$ cat src/rtl/tap_slave.sv
// IEEE 1149.1 TAP slave with IDCODE, BYPASS and a REG_ACCESS data register.
// A REG_ACCESS scan becomes one read or write on a simple register bus.
module tap_slave #(
  parameter logic [31:0] IDCODE = 32'h1000_0001,
  parameter int          ADDR_W = 8,
  parameter int          DATA_W = 16
) (
  input  logic              clk,
  input  logic              rstb,
  input  logic              tms,
  input  logic              tdi,
  output logic              tdo,
  output logic              tdo_en,
  output logic [ADDR_W-1:0] reg_addr,
  output logic [DATA_W-1:0] reg_wdata,
  output logic              reg_wr,
  output logic              reg_rd,
  input  logic [DATA_W-1:0] reg_rdata
);

  localparam int         RA_W       = 1 + ADDR_W + DATA_W;
  localparam logic [3:0] IR_IDCODE  = 4'b0001;
  localparam logic [3:0] IR_REG     = 4'b0010;
  localparam logic [3:0] IR_CAPTURE = 4'b0101;

  typedef enum logic [3:0] {
    TLR, RTI,
    SEL_DR, CAP_DR, SH_DR, EX1_DR, PA_DR, EX2_DR, UPD_DR,
    SEL_IR, CAP_IR, SH_IR, EX1_IR, PA_IR, EX2_IR, UPD_IR
  } state_t;

  state_t            state_q, state_d;
  logic [3:0]        ir_q, ir_d;
  logic [3:0]        ir_sr_q, ir_sr_d;
  logic              byp_q, byp_d;
  logic [31:0]       idc_sr_q, idc_sr_d;
  logic [RA_W-1:0]   ra_sr_q, ra_sr_d;
  logic [ADDR_W-1:0] addr_q, addr_d;
  logic [DATA_W-1:0] wdata_q, wdata_d;
  logic              wr_q, wr_d;
  logic              rd_q, rd_d;
  logic              tdo_q, tdo_d;
  logic              tdo_en_q, tdo_en_d;
  logic              sel_idc, sel_reg;

  // Unknown instruction codes fall through to BYPASS.
  assign sel_idc = (ir_q == IR_IDCODE);
  assign sel_reg = (ir_q == IR_REG);

  always_comb begin
    state_d = state_q;
    unique case (state_q)
      TLR:    state_d = tms ? TLR    : RTI;
      RTI:    state_d = tms ? SEL_DR : RTI;
      SEL_DR: state_d = tms ? SEL_IR : CAP_DR;
      CAP_DR: state_d = tms ? EX1_DR : SH_DR;
      SH_DR:  state_d = tms ? EX1_DR : SH_DR;
      EX1_DR: state_d = tms ? UPD_DR : PA_DR;
      PA_DR:  state_d = tms ? EX2_DR : PA_DR;
      EX2_DR: state_d = tms ? UPD_DR : SH_DR;
      UPD_DR: state_d = tms ? SEL_DR : RTI;
      SEL_IR: state_d = tms ? TLR    : CAP_IR;
      CAP_IR: state_d = tms ? EX1_IR : SH_IR;
      SH_IR:  state_d = tms ? EX1_IR : SH_IR;
      EX1_IR: state_d = tms ? UPD_IR : PA_IR;
      PA_IR:  state_d = tms ? EX2_IR : PA_IR;
      EX2_IR: state_d = tms ? UPD_IR : SH_IR;
      UPD_IR: state_d = tms ? SEL_DR : RTI;
      default: state_d = TLR;
    endcase
  end

  // Register actions happen on the edge leaving the named state; the
  // Pause/Exit states simply hold every register.
  always_comb begin
    ir_d     = ir_q;
    ir_sr_d  = ir_sr_q;
    byp_d    = byp_q;
    idc_sr_d = idc_sr_q;
    ra_sr_d  = ra_sr_q;
    addr_d   = addr_q;
    wdata_d  = wdata_q;
    wr_d     = 1'b0;
    rd_d     = 1'b0;
    case (state_q)
      TLR:    ir_d    = IR_IDCODE;
      CAP_IR: ir_sr_d = IR_CAPTURE;
      SH_IR:  ir_sr_d = {tdi, ir_sr_q[3:1]};
      UPD_IR: ir_d    = ir_sr_q;
      CAP_DR: begin
        if (sel_idc)      idc_sr_d = IDCODE;
        else if (sel_reg) ra_sr_d  = {reg_rdata, addr_q, 1'b0};
        else              byp_d    = 1'b0;
      end
      SH_DR: begin
        if (sel_idc)      idc_sr_d = {tdi, idc_sr_q[31:1]};
        else if (sel_reg) ra_sr_d  = {tdi, ra_sr_q[RA_W-1:1]};
        else              byp_d    = tdi;
      end
      UPD_DR: begin
        // No length check: a short scan acts on whatever the register holds.
        if (sel_reg) begin
          addr_d = ra_sr_q[ADDR_W:1];
          if (ra_sr_q[0]) begin
            wdata_d = ra_sr_q[RA_W-1:ADDR_W+1];
            wr_d    = 1'b1;
          end else begin
            rd_d    = 1'b1;
          end
        end
      end
      default: ;
    endcase
  end

  always_ff @(posedge clk or negedge rstb) begin
    if (!rstb) begin
      state_q  <= TLR;
      ir_q     <= IR_IDCODE;
      ir_sr_q  <= '0;
      byp_q    <= 1'b0;
      idc_sr_q <= '0;
      ra_sr_q  <= '0;
      addr_q   <= '0;
      wdata_q  <= '0;
      wr_q     <= 1'b0;
      rd_q     <= 1'b0;
    end else begin
      state_q  <= state_d;
      ir_q     <= ir_d;
      ir_sr_q  <= ir_sr_d;
      byp_q    <= byp_d;
      idc_sr_q <= idc_sr_d;
      ra_sr_q  <= ra_sr_d;
      addr_q   <= addr_d;
      wdata_q  <= wdata_d;
      wr_q     <= wr_d;
      rd_q     <= rd_d;
    end
  end

  // TDO is launched on the falling edge so the host can sample on the rising one.
  always_comb begin
    tdo_d    = 1'b0;
    tdo_en_d = 1'b0;
    if (state_q == SH_IR) begin
      tdo_en_d = 1'b1;
      tdo_d    = ir_sr_q[0];
    end else if (state_q == SH_DR) begin
      tdo_en_d = 1'b1;
      if (sel_idc)      tdo_d = idc_sr_q[0];
      else if (sel_reg) tdo_d = ra_sr_q[0];
      else              tdo_d = byp_q;
    end
  end

  always_ff @(negedge clk or negedge rstb) begin
    if (!rstb) begin
      tdo_q    <= 1'b0;
      tdo_en_q <= 1'b0;
    end else begin
      tdo_q    <= tdo_d;
      tdo_en_q <= tdo_en_d;
    end
  end

  assign tdo       = tdo_q;
  assign tdo_en    = tdo_en_q;
  assign reg_addr  = addr_q;
  assign reg_wdata = wdata_q;
  assign reg_wr    = wr_q;
  assign reg_rd    = rd_q;

endmodule
$ cat config.mk
export PLATFORM = sky130hd
export DESIGN_NAME = tap_slave
export DESIGN_NICKNAME = d
export VERILOG_FILES = /design/src/rtl/tap_slave.sv
export SDC_FILE = /design/constraint.sdc
export NUM_CORES = 1
export LEC_CHECK = 0
export ABC_AREA = 1
export CORE_ASPECT_RATIO = 0.75
export CORE_UTILIZATION = 50
export DETAILED_ROUTE_END_ITERATION = 8
export GPL_TIMING_DRIVEN = 0
export PLACE_DENSITY = 0.82
export SETUP_SLACK_MARGIN = 0.02
export SYNTH_ARGS = -nofsm -noshare
export SYNTH_HDL_FRONTEND = slang
export SYNTH_SLANG_ARGS = --single-unit
$ cat constraint.sdc
create_clock -name clk -period 1.5 [get_ports clk]
set_input_delay 0.375 -clock clk [delete_from_list [all_inputs] [get_ports clk]]
set_output_delay 0.375 -clock clk [all_outputs]
set_load 0.02 [all_outputs]
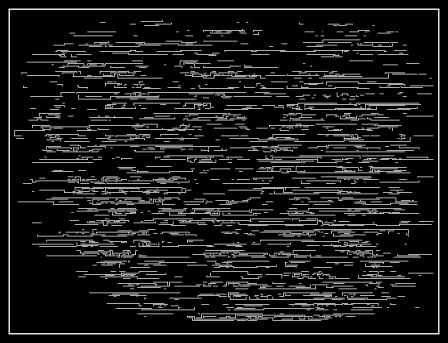
Run 1: metal 1
main direction: horizontal
wire length on this layer: 5270 µm
share of all routed wire: 40%
nets with wire on the layer: 591
met1 Use GR: 31.50%
WL final: 13.07 mm
via count: 4051

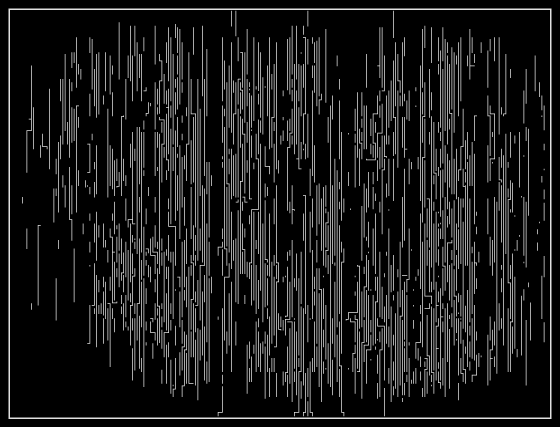
Run 1: met2 routing
wire length on this layer: 6800 µm
share of all routed wire: 52%
nets with wire on the layer: 569
main direction: vertical
longest straight run: 57.5 µm
grt met2 use: 39.30%

==> results.ini, run 1 <==
[run_status]
status = finished, violations left
violations = negative hold slack, negative setup slack

[yosys]
ys_cells = 518
top_area_cell = dfrtp_1
synth_flops = 98
edf_count = 0
synth_cell_type_count = 26
xor_share_pct = 0
yosysTopAreaCellShare_pct = 53.89
topCombFamilyByArea = simple AND/OR/NAND/NOR gates
synthMostInstantiatedCell = nand2_1
yosysSeqAreaShare_pct = 55.62
syn_avg_cell_area_um2 = 8.517
synthTopCellsByCount = nand2_1, dfrtp_1, nand3_1, inv_1, o21ai_0
area_leaders = dfrtp_1, nand2_1, nand3_1
async_flop_share_pct = 100.0
simple_gate_share_pct = 27.25
yosys_area_mm2 = 0.004412

[setup_path]
critPathBufInv = 1
worstSetupEndpointType = output port
worstPathArrival_ns = 1.63
criticalPathCategory = reg -> out
required_ns = 1.12
r2r-start = ir_q[0]
cp_slowest_stage_delay_ns = 0.41
r2r_slack_ns = -0.37
critical-path-top-delay-family = flip-flops
cp_max_fo = 1
worstRegToRegCells = 5
cp_slowest_cell = dfrtn_1
crit_chain = buf_6

[grt]
grt_overflow = 0
grt_max_degree = 70
grt.busiest_layer = met2
first_global_vias = 3660
antenna_found_initial = 0
grt_pass1_wl_mm = 17.34

[finish]
fin_cells = 734
largest_reg_flops = 32
top_register = idc_sr_q
lay_top_cells = nand2_1, dfrtp_1, nand2_2, nand2_4, nand3_1
layout_top_cell = nand2_1
fin_nets = 641
antenna_cells = 0
layout-drive-gt1-share_pct = 40.58
final-comb-area_mm2 = 0.002266
regArea_mm2 = 0.002459
final_util_pct = 77.95

[final_timing]
finalMaxSlewViolations = 0
setup_slack_ns = -0.5011
hold_viol = 28
slew_headroom_pct = 72.15
finalSetupViolCount = 87
hold-worst-slack_ns = -0.04331
setup_tns_ns = -14.12
skew_ns = 0.008859
worst_pin_slew_ns = 0.4177

[clock_tree]
cts.sinks = 98
clockBufferDepth = 2
cts_max_level = 3
clk_pin_slew_worst_paths_ns = 0.07
cts_inserted_buffers = 9
clock_latency_ns = 0.35
cts-root-buf = clkbuf_16

[power_and_ir_drop]
top_power_group = combinational logic
vdd_drop_max_uv = 996.5
p_switching_mw = 3.156
comb_power_share_pct = 35.3
powerClk_mw = 2.69
total_power_mw = 9.093
p_leak_nw = 3.465
internal_power_mw = 5.937
swShare_pct = 34.71
powerComb_mw = 3.21

[placement]
dpl.hpwl_mm = 6.568
place_congestion = 0.8962
port_buffers = 47

[drt]
wl_met3_um = 601
routed_via_density = 5.519
highest_layer = met4
drt-met1-wl_mm = 5.270
wl_met2_mm = 6.802
antenna_left = 0
drc = 0

[floorplan]
rows = 29
io_pins = 48
die_h_um = 83.35
die-area_mm2 = 0.009207
die_w_um = 110.5

[worst_hold_path]
hold_path_class = in -> async

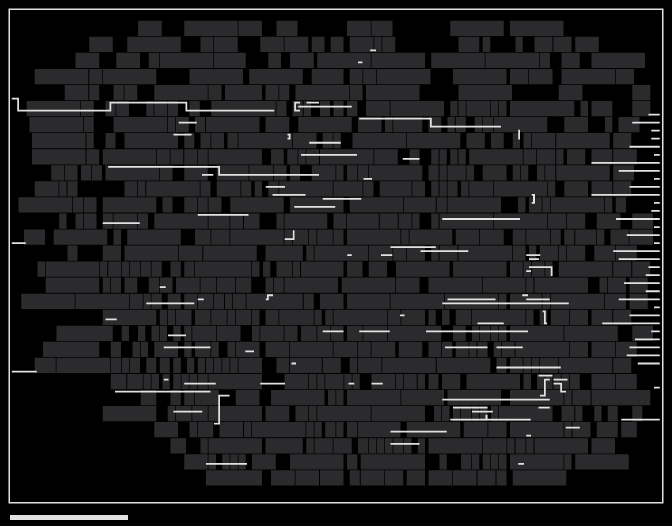
Run 1: signal wires on met3
Bar = 20 µm. Cells faint in the background.
share of all routed wire: 4.6%
wire length on this layer: 602 µm
nets with wire on the layer: 88
longest straight run: 21.2 µm
main direction: horizontal
GR Util met3: 5.474%

==> run 1: worst max path at each step <==
stage / from / end
2_1_floorplan: state_q[2] / tdo_en
3_3_place_gp: rstb / tdo_en
3_5_place_dp: tdo_en / tdo_en
4_1_cts: tdo_en / tdo_en
5_1_grt: tdo_en / tdo_en
6_report: tdo_en / tdo_en
==> run 1: kinds of logic (layout without fill, tap and decap cells) <==
family | after synthesis | after routing
buf+inv | 66 | 173
simple gates | 288 | 289
flops | 98 | 98
compound gates | 66 | 66
==> run 1: final cells by class <==
cell class	instances	share of cell area (%)
Tap cell	108	2.042
Buffer	22	3.989
Clock buffer	10	3.611
Clock inverter	6	1.701
Inverter	44	2.722
Timing Repair Buffer	91	14.56
Sequential cell	98	37.15
Multi-Input combinational cell	355	34.23
Run 1, routing congestion map:
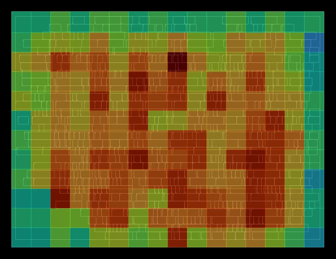

==> run 2: changes to the inputs <==
- CAP_MARGIN: unset -> 20
- MAX_ROUTING_LAYER: unset -> met4
- PLACE_DENSITY: 0.82 -> 0.85
- clock period: 1.5 -> 1.6 ns (I/O delays scaled with it)
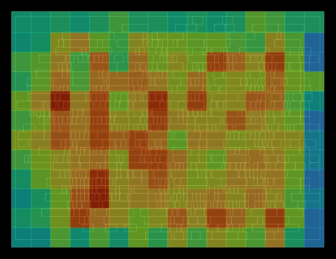
Run 2: routing congestion map
Finished Core Util: 64.68%
met1 Use GR: 29.92%
GR Util met3: 6.058%
routed len/inst: 13.61 µm

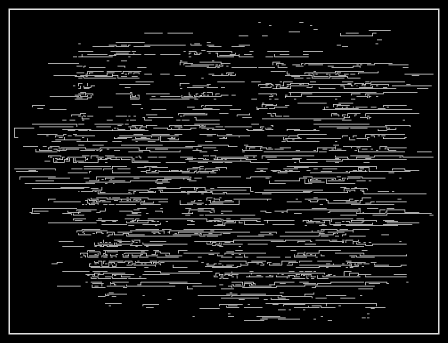
Run 2: metal 1
main direction: horizontal
share of all routed wire: 47%

==> run 2 against run 1 <==
  * The run ends with negative setup slack left
  * Routed wire length is 27% lower
  * Synthesized area stayed put
  * Via count is 10% lower
==> results.ini, run 2 <==
[drt]
drt-met1-wl_mm = 4.475
route.vias.total = 3631
routed_via_density = 5.202
routed_wl_mm = 9.499
highest_layer = met4
wl_met2_mm = 4.439
wl_met3_um = 506

[power_and_ir_drop]
swShare_pct = 33.25
top_power_group = sequential cells
total_power_mw = 7.212
powerClk_mw = 2.38
comb_power_share_pct = 25.8
powerComb_mw = 1.86
powerDensity_mw_per_mm2 = 1313
p_switching_mw = 2.398

[setup_path]
cp_slowest_cell = dfrtn_1
crit_end = tdo_en
required_ns = 1.20
r2r-start = state_q[1]
criticalPathCategory = reg -> out
worstRegToRegCells = 7
worstPathArrival_ns = 1.66
cp_slowest_stage_delay_ns = 0.41
critPathLaunch = tdo_en
critical-path-top-delay-family = flip-flops
critPathBufInv = 1
r2r_slack_ns = -0.40

[clock_tree]
cts_max_level = 3
clk_pin_slew_worst_paths_ns = 0.07
cts_inserted_buffers = 9
clock_latency_ns = 0.34
postCtsResizedCells = 47
cts-root-buf = clkbuf_16
clockBufferDepth = 2

[yosys]
yosys_area_mm2 = 0.004412
top_area_cell = dfrtp_1
ys_cells = 518
syn_avg_cell_area_um2 = 8.517
synthMostInstantiatedCell = nand2_1
synth_flops = 98
yosysSeqAreaShare_pct = 55.62
edf_count = 0
xor_share_pct = 0
async_flop_share_pct = 100.0
synth_cell_type_count = 26

[grt]
grt.busiest_layer = met2
grt_pass1_wl_mm = 16.26
antenna_found_initial = 0
grt_overflow = 0
grt_max_degree = 54

[final_timing]
slew_headroom_pct = 60.23
hold_viol = 0
hold-worst-slack_ns = 0.05635
rsz0062_at_grt = true
finalSetupViolCount = 6
finalMaxSlewViolations = 0
setup_slack_ns = -0.4638
skew_ns = 0.009613

[floorplan]
die_w_um = 110.5
io_pins = 48
rows = 29
die_h_um = 83.35

[run_status]
status = finished, violations left
violations = negative setup slack

[placement]
dpl.hpwl_mm = 6.509
port_buffers = 47

[finish]
lay_top_cells = nand2_1, dfrtp_1, nand3_1, inv_1, o21ai_0
fin_nets = 605
layout-drive-gt1-share_pct = 17.12
top_register = idc_sr_q
largest_reg_flops = 32

## run 2: cell count changes in the layout (fill, tap and decap cells not counted), moves of 4 or more
cell           previous run  this run
o21ai_2                  27        23
buf_2                     4        10
o21ai_1                   9         2
buf_6                    22        10
clkbuf_16                16         9
nand2_8                   4         0
buf_8                     8         0
buf_4                    21         7
dlygate4sd2_1            16        26
o21ai_0                  21        32
nand2_4                  45         3
nand2_1                 114       210
clkbuf_2                  9         2
nand2_2                  58         7
## run 2: area by class of cell
| type | instances | area, µm² |
|---|---|---|
| fill | 684 | 2999 |
| sequential | 98 | 2457 |
| multi-input combinational | 354 | 1690 |
| timing repair buffer | 56 | 533.0 |
| clock buffer | 9 | 225.2 |
| buffer | 22 | 176.4 |
| inverter | 44 | 167.7 |
| tap | 108 | 135.1 |
| clock inverter | 7 | 106.4 |
Run 2, register map, names as in the netlist:
Bar = 20 µm. Other sequential cells in the stronger grey, the rest of the logic in the fainter grey.
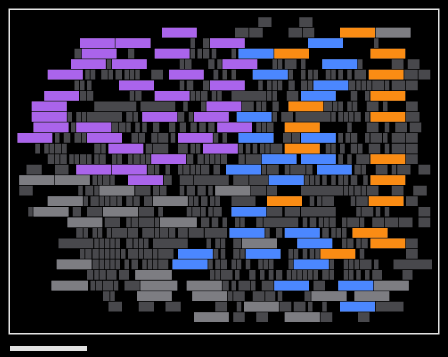

==> run 3: changes to the inputs <==
- DONT_BUFFER_PORTS: unset -> 1
- PLACE_DENSITY: 0.85 -> 0.78
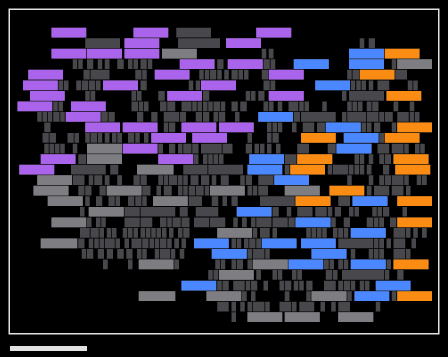
Run 3: register map, names as in the netlist
Bar = 20 µm. Other sequential cells in the stronger grey, the rest of the logic in the fainter grey.
[`reg_wdata`] orange | flops: 16
[`idc_sr_q`] purple | flops: 32
[`ra_sr_q`] blue | flops: 25
not coloured: 25

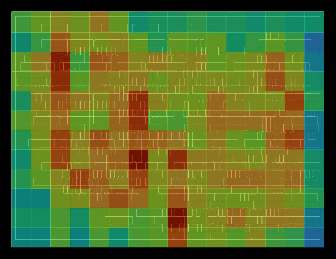
Run 3: routing congestion map
Finished Core Util: 58.27%
Tot GR Track Use: 22.12%
GR peak layer: met2

==> run 3 against run 2 <==
  * Final cell count down 7.9%
  * Power shrank 3.8%
  * Sequential cell count unchanged
  * Worst setup slack gained 0.012 ns
  * Synthesized area unchanged
  * Routed wire length down 6.6%
  * Largest cell class unchanged
  * Synthesized cell count stayed put
  * Die size did not move
  * The run ends with negative hold slack, negative setup slack left
  * First-iteration DRC count decreased by 6.3%
  * Highest routed layer unchanged
  * Clock skew is 0.0013 ns lower
  * Worst hold slack got worse by 0.31 ns
  * Combinational power fell by 16%
==> results.ini, run 3 <==
[run_status]
status = finished, violations left
violations = negative hold slack, negative setup slack

[floorplan]
floorplan.core_util_pct = 51.96
io_pins = 48
core-area_mm2 = 0.008491
die_h_um = 83.35
die_w_um = 110.5
rows = 29
die-area_mm2 = 0.009207

[final_timing]
worst_pin_slew_ns = 0.4027
rsz0062_at_grt = true
finalSetupViolCount = 4
hold_viol = 96
slew_headroom_pct = 73.06
setup_tns_ns = -1.577
finalMaxSlewViolations = 0
skew_ns = 0.008269
setup_slack_ns = -0.4516
hold-worst-slack_ns = -0.2525

[setup_path]
worstRegToRegCells = 7
r2r_end = tdo
criticalPathCategory = reg -> out
crit_end = tdo
cp_max_fo = 1
r2r_slack_ns = -0.36
worstSetupEndpointType = output port
worstPathArrival_ns = 1.65
required_ns = 1.20
cp.depth = 0
r2r-start = state_q[3]
critPathLaunch = tdo
critPathLaunchType = register

[yosys]
async_flop_share_pct = 100.0
area_leaders = dfrtp_1, nand2_1, nand3_1
edf_count = 0
yosys_area_mm2 = 0.004412
synth_cell_type_count = 26
yosysTopAreaCellShare_pct = 53.89
synthTopCellsByCount = nand2_1, dfrtp_1, nand3_1, inv_1, o21ai_0
synth-main-ff-cell = dfrtp_1
synthMostInstantiatedCell = nand2_1
syn_inst = 518
synth_flops = 98
top_area_cell = dfrtp_1
ys_cells = 518
yosys_warnings = 0
syn_avg_cell_area_um2 = 8.517
fp_nets = 538
yosysSeqAreaShare_pct = 55.62
syn-cell-area_mm2 = 0.004412

[placement]
dp_slack_ns = -0.4667
place_area_mm2 = 0.004569
port_buffers = 0
dpl.hpwl_mm = 5.972
dp_cells = 626
place_congestion = 1.011

[grt]
antenna_found_initial = 0
first_global_vias = 3356
grt_util_met2_pct = 32.47
grt_pass1_wl_mm = 16.01
grt_overflow = 0
grt_max_degree = 99
grt.met3_usage_pct = 6.788
grtUsageMet1_pct = 29.38

[power_and_ir_drop]
p_switching_mw = 2.226
p_leak_nw = 2.687
powerDensity_mw_per_mm2 = 1403
top_power_group = sequential cells
powerComb_mw = 1.57
powerClk_mw = 2.38
swShare_pct = 32.06
seqPwrFrac_pct = 43.0
vdd_drop_max_uv = 802.0
total_power_mw = 6.942
clkPwrFrac_pct = 34.3
internal_power_mw = 4.716
comb_power_share_pct = 22.6
pg_seq_mw = 2.99

[drt]
drc = 0
wl_met2_mm = 3.959
routed_via_density = 5.266
post_drt_wl_per_cell_um = 13.79
routed_wl_mm = 8.870
drt-met1-wl_mm = 4.197
wl_met3_um = 606
first_pass_iters = 5
antenna_left = 0
highest_layer = met4
drtIter0Drc = 223
route.vias.total = 3386

[worst_hold_path]
hold_path_class = in -> async

[finish]
antenna_cells = 0
regArea_mm2 = 0.002456
largest_reg_flops = 32
fin_cells = 643
fill_cells = 731
top_register = idc_sr_q
fin_nets = 550
lay_top_cells = nand2_1, dfrtp_1, nand3_1, inv_1, o21ai_0
fin_area_mm2 = 0.004947
final-comb-area_mm2 = 0.001675
layout_top_cell = nand2_1
syn2layout_area_growth_pct = 12.14
layout-drive-gt1-share_pct = 16.64

[clock_tree]
cts_tree = yes
cts_max_level = 3
clockBufferDepth = 2
cts.sinks = 98
cts-root-buf = clkbuf_16
clock_latency_ns = 0.34
clk_pin_slew_worst_paths_ns = 0.07
cts_inserted_buffers = 9

[flow_run]
log.warning_count = 31
maxCapViolations = 0

-- run 3: cell counts after synthesis --
Identical to the previous run, type by type.
-- run 3: repair_timing --
item                                    in CTS  in global routing
hold endpoints to repair                    96                 96
pin swaps                                    1                  0
resized                                      5                 10
buffers inserted                             1                  0
endpoints found under the setup margin      45                 82
-- run 3: cell type report --
class                      count  area share (%)
inverter                      44           3.338
clock buffer                  11           5.109
sequential                    98           49.65
clock inverter                 5           1.720
multi-input combinational    354           33.86
tap                          108           2.731
buffer                        22           3.440
timing repair buffer           1          0.1517
-- run 3: logic make-up after synthesis --
| logic type | after synthesis | synth area share (%) |
|---|---|---|
| simple gates | 288 | 27.25 |
| flops | 98 | 55.62 |
| compound gates | 66 | 9.983 |
| buf+inv | 66 | 7.147 |
No activity file was given, so power comes from the tool's default toggle rates.
